### src/rtl/wb_regfile.sv
// MIPS write-back stage: MEM/WB pipeline latch feeding a 32-entry register file
// with two combinational read ports and WB-to-ID bypass.
module wb_regfile #(
    parameter int DATA_WIDTH = 32,
    parameter int ADDR_WIDTH = 5
) (
    input  logic                  clk,
    input  logic                  rst,
    input  logic                  stall,
    input  logic [DATA_WIDTH-1:0] mem_data_in,
    input  logic                  mem_reg_write_en,
    input  logic [ADDR_WIDTH-1:0] mem_reg_addr,
    input  logic                  re1,
    input  logic [ADDR_WIDTH-1:0] raddr1,
    output logic [DATA_WIDTH-1:0] rdata1,
    input  logic                  re2,
    input  logic [ADDR_WIDTH-1:0] raddr2,
    output logic [DATA_WIDTH-1:0] rdata2,
    output logic                  wb_write_en,
    output logic [ADDR_WIDTH-1:0] wb_reg_addr,
    output logic [DATA_WIDTH-1:0] wb_data
);

    localparam int NUM_REGS = 1 << ADDR_WIDTH;

    logic [DATA_WIDTH-1:0] regs [NUM_REGS];

    // MEM/WB latch: the architectural outputs double as the pipeline register
    always_ff @(posedge clk) begin
        if (rst) begin
            wb_write_en <= 1'b0;
            wb_reg_addr <= '0;
            wb_data     <= '0;
        end else if (!stall) begin
            wb_write_en <= mem_reg_write_en;
            wb_reg_addr <= mem_reg_addr;
            wb_data     <= mem_data_in;
        end
    end

    // Commit of the pre-edge latch entry; a reset on the same edge discards it
    always_ff @(posedge clk) begin
        if (rst) begin
            for (int i = 0; i < NUM_REGS; i++) begin
                regs[i] <= '0;
            end
        end else if (wb_write_en && (wb_reg_addr != '0)) begin
            regs[wb_reg_addr] <= wb_data;
        end
    end

    function automatic logic [DATA_WIDTH-1:0] read_sel(
        input logic                  rst_i,
        input logic                  re,
        input logic [ADDR_WIDTH-1:0] ra,
        input logic                  byp_en,
        input logic [ADDR_WIDTH-1:0] byp_addr,
        input logic [DATA_WIDTH-1:0] byp_data,
        input logic [DATA_WIDTH-1:0] arr_data
    );
        logic [DATA_WIDTH-1:0] r;
        if (rst_i || !re || (ra == '0)) begin
            r = '0;
        end else if (byp_en && (byp_addr == ra)) begin
            r = byp_data;
        end else begin
            r = arr_data;
        end
        return r;
    endfunction

    always_comb begin
        rdata1 = read_sel(rst, re1, raddr1, wb_write_en, wb_reg_addr, wb_data, regs[raddr1]);
        rdata2 = read_sel(rst, re2, raddr2, wb_write_en, wb_reg_addr, wb_data, regs[raddr2]);
    end

endmodule

### config.mk
export PLATFORM = sky130hd
export DESIGN_NAME = wb_regfile
export DESIGN_NICKNAME = d
export VERILOG_FILES = /design/src/rtl/wb_regfile.sv
export SDC_FILE = /design/constraint.sdc
export NUM_CORES = 2
export LEC_CHECK = 0
export ABC_CLOCK_PERIOD_IN_PS = 8500
export CORE_ASPECT_RATIO = 0.75
export CORE_UTILIZATION = 39
export DETAILED_ROUTE_END_ITERATION = 8
export PLACE_DENSITY_LB_ADDON = 0.12
export SYNTH_ARGS = -nofsm -noshare
export SYNTH_HDL_FRONTEND = slang
export SYNTH_SLANG_ARGS = --single-unit
### constraint.sdc
create_clock -name clk -period 8.5 [get_ports clk]
set_clock_uncertainty 0.05 [all_clocks]
set_input_delay 2.125 -clock clk [delete_from_list [all_inputs] [get_ports clk]]
set_output_delay 2.125 -clock clk [all_outputs]
set_load 0.01 [all_outputs]
Figure 1. Routing congestion.
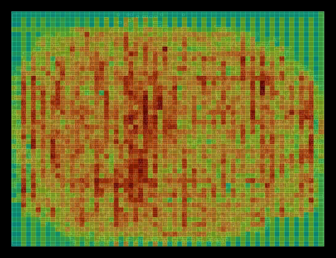
GR Layer Usage met2: 42.41%
drt wl/cell: 35.68 µm
utilization after layout: 45.32%

Figure 2. Metal layers overlaid.
Drawn at 1 px/µm. Two of the layers only.
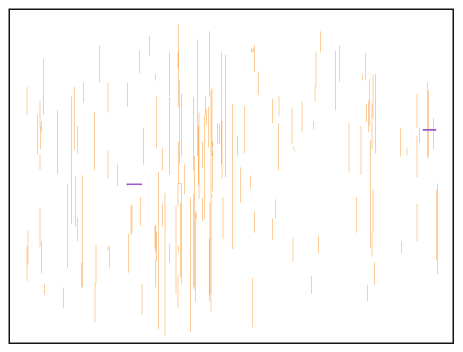
- metal 4: orange (wire length 6700 µm)
- metal 5: purple (wire length 25.8 µm)
GRT Total Usage: 29.03%
vias: 37200
final wirelength: 215.5 mm

Figure 3. Metal 4.
Drawn at 1 px/µm. Supply wires on this layer in gray.
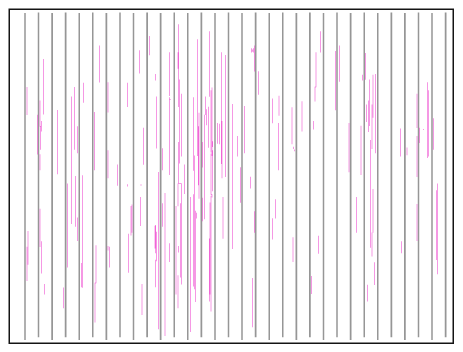
- share of all routed wire: 3.1%
- main direction: vertical

Figure 4. Sequential cells colored by netlist name.
Drawn at 1 px/µm.
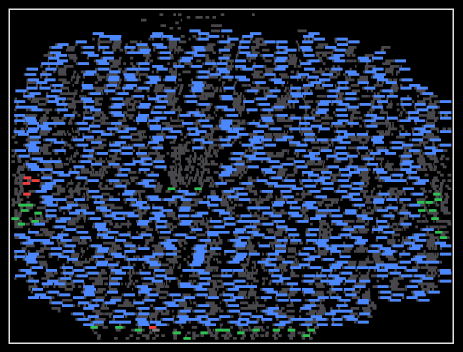
- regs: blue (placed flops 1024; where spread over the die)
- wb_reg_addr: red (placed flops 5; where middle left)
- wb_data: green (placed flops 32)
- not colored: 1
flop share of the area: 48.43%
Flop+latch power: 0.00604 W
Sequential Area: 31510 µm²

Figure 5. The metal 1 layer.
Drawn at 1 px/µm. Supply wires on this layer in gray. Cells faint in the background.
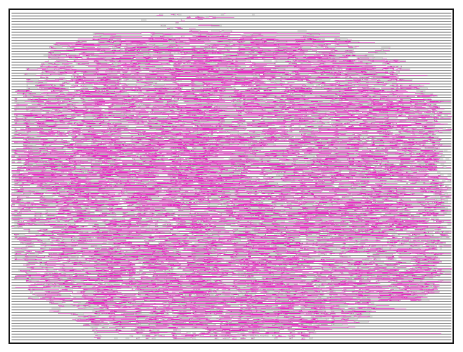
- longest straight run: 136 µm
- main direction: horizontal
- share of all routed wire: 43%
- wire length on this layer: 93.3 mm
- nets with wire on the layer: 3927
GR Util met1: 42.89%

==> results.yml <==
# synthesis and place-and-route metrics
final_layout:
  clkbuf_count: 142
  reg_top3: "regs (1024), wb_data (32), wb_reg_addr (5)"
  area.growth.synth_to_final_pct: 14.60
  flop-count: 1062
  fin_cells: 6040
  top_register: "regs"
  sh_comb_area_pct: 36.68
  largest_class: "flip-flops and latches"
  buffers_excl_clock: 349
  logic_area_um2: 23860
  n_antenna_cell: 19
  clkCellAreaFrac_pct: 6.143
  design_area_um2: 65060
  layout-drive-gt1-share_pct: 24.31
  final-nonclk-buf-share_pct: 5.010
  nNonClkInverters: 3
  logic_gate_count: 2500
  fill_cells: 12630
  largest_reg_flops: 1024
synth:
  flop_cell: "edfxtp_1"
  ys_warn_count: 0
  ys_chip_area_um2: 56770
  top_area_cell: "edfxtp_1"
  xor_area_share_pct: 0.1543
  synthArstFlopShare_pct: 0
  logic_family: "multiplexers"
  synthCells: 3945
  ys_seq_share_pct: 55.50
  synth_top_area_share_pct: 54.16
  synth_area_per_cell_um2: 14.39
  yosys.area_share.aoi_pct: 4.199
  muxShareOfSynthArea_pct: 22.67
  adder_share_pct: 0
  ys_types: 54
  edf_count: 1024
  ys_cells: 3945
  simple_gate_area_share_pct: 14.30
  top_cell: "edfxtp_1"
  area_leaders: "edfxtp_1 54%, mux4_2 18%, and2_1 11%, mux2i_1 3.2%, clkbuf_1 1.9%"
  synth_flops: 1062
  yosys-top-cells-count: "1024 x edfxtp_1, 1013 x and2_1, 451 x mux4_2, 294 x clkbuf_1, 210 x nand2_1"
  syn_area_um2: 56770
worst_setup_path:
  path_max_fanout: 13
  cp_cell_sequence: "clkdlybuf4s50_1 -> xnor2_1 -> nand4_1 -> nor3b_4 -> buf_4 -> nand2_1 -> o221ai_1 -> clkdlybuf4s50_1"
  crit_start: "raddr2[3]"
  cpMostUsedCell: "clkdlybuf4s50_1"
  crit_type: "in -> out"
  worstPathRequired_ns: 6.33
  cp.arrival_ns: 5.46
  cp_slowest_stage_delay_ns: 0.87
  rrSetupSlack_ns: 4.14
  startpoint_type: "primary input"
  r2r-end: "regs[1][26]$_SDFFCE_PN0P_"
  r2r_cells: 6
  crit_end: "rdata2[31]"
  worstSetupEndpointType: "primary output"
  critical_path_buf_inv_count: 3
  crit_family: "buffers and inverters"
  r2r_start: "wb_write_en$_SDFFE_PP0N_"
power:
  combPwrFrac_pct: 11.0
  pg_comb_w: 0.00142
  power.leakage_nw: 23.49
  total_power_w: 0.01289
  p_clk_share_pct: 42.1
  power-top-group: "sequential cells"
  ir_drop_mv: 0.1643
  power.switching_w: 0.003266
  powerDensity_nw_per_um2: 198.1
  p_sw_share_pct: 25.34
  p_clk_w: 0.00543
  power.internal_w: 0.009622
outcome:
  status: "complete, no violations"
clock_tree:
  clk_path_buf_depth: 3
  root_buffer: "clkbuf_16"
  post_cts_resized: 0
  htreeDepth: 3
  hold_buffers: 0
  cts_buffers: 114
  cts_tree: "done"
  insertion_delay_ns: 0.76
  clk_pin_slew_worst_paths_ns: 0.06
  post_cts_buffers: 0
min_path:
  whs_path_depth: 2
  hold_end: "wb_data[8]$_SDFFE_PP0N_"
  hold_path.class: "reg -> reg"
  hp-start: "wb_data[8]$_SDFFE_PP0N_"
detailed_routing:
  drt.antenna.violating_nets: 0
  first_pass_iters: 5
  met1_length_mm: 93.33
  drt_iter0_drc: 5041
  top_layer_used: "met5"
  wl_met2_mm: 94.03
  viasPerCell: 6.159
  drcViolationCount: 0
  met3_length_mm: 21.44
placed_design:
  io_buffers: 154
  dp.final_hpwl_mm: 129.9
  placed_area_um2: 61010
  place_inst: 5805
  gp_congestion: 0.8362
  pre_cts_ws_ns: 0.9383
global_route:
  grt_antenna_before_repair: 28
  grt.overflow.total: 0
  grt_max_degree: 80
  grt_busiest_layer: "met1"
  grt_pass1_vias: 36240
  met3_usage_pct: 6.365
  grt_pass1_wl_mm: 297.9
timing:
  max_freq_mhz: 131.0
  worst_slew_pin_slew_ns: 1.192
  worst_slack_ns: 0.8661
  rsz0062_at_grt: "false"
  fin_crit_sh_pct: 89.81
  maxSlewViolCount: 0
  hold_viol: 0
  tns_ns: 0
  whs_ns: 0.4504
  relSlewSlack_pct: 20.55
  fin_crit_ns: 7.634
die:
  fp_util_pct: 39.55
  coreArea_um2: 143500
  chipHeight_um: 332.4
  die_w_um: 442.6
  io_pins: 155
  die_area_um2: 147100
  tapCellCount: 1891
  rows: 120
run:
  warnings: 27
  cap_violations: 0
-- cell usage in the layout (no fill, tap or decap), drive strengths merged, types with 3 or more instances in the layout --
master	netlist	routed
and3	30	30
and2	1013	1013
nor3	3	3
or2	32	32
mux2	82	82
a22o	12	12
nand3b	5	5
mux2i	179	179
edfxtp	1024	1024
mux4	451	451
buf	117	205
nand2b	4	4
xnor2	10	10
nand2	210	210
a221oi	22	22
inv	2	9
clkinv	1	49
a211oi	61	61
clkinvlp	0	3
a21oi	32	32
diode	0	19
o21ai	51	51
a21o	21	21
conb	1	32
dfxtp	38	38
o31ai	22	22
o221ai	62	62
nor2	77	77
nand3	31	31
a21boi	21	21
clkbuf	294	143
bufinv	0	16
a31oi	10	10
o22ai	10	10
clkdlybuf4s50	0	143
Power and IR drop assume default switching activity.
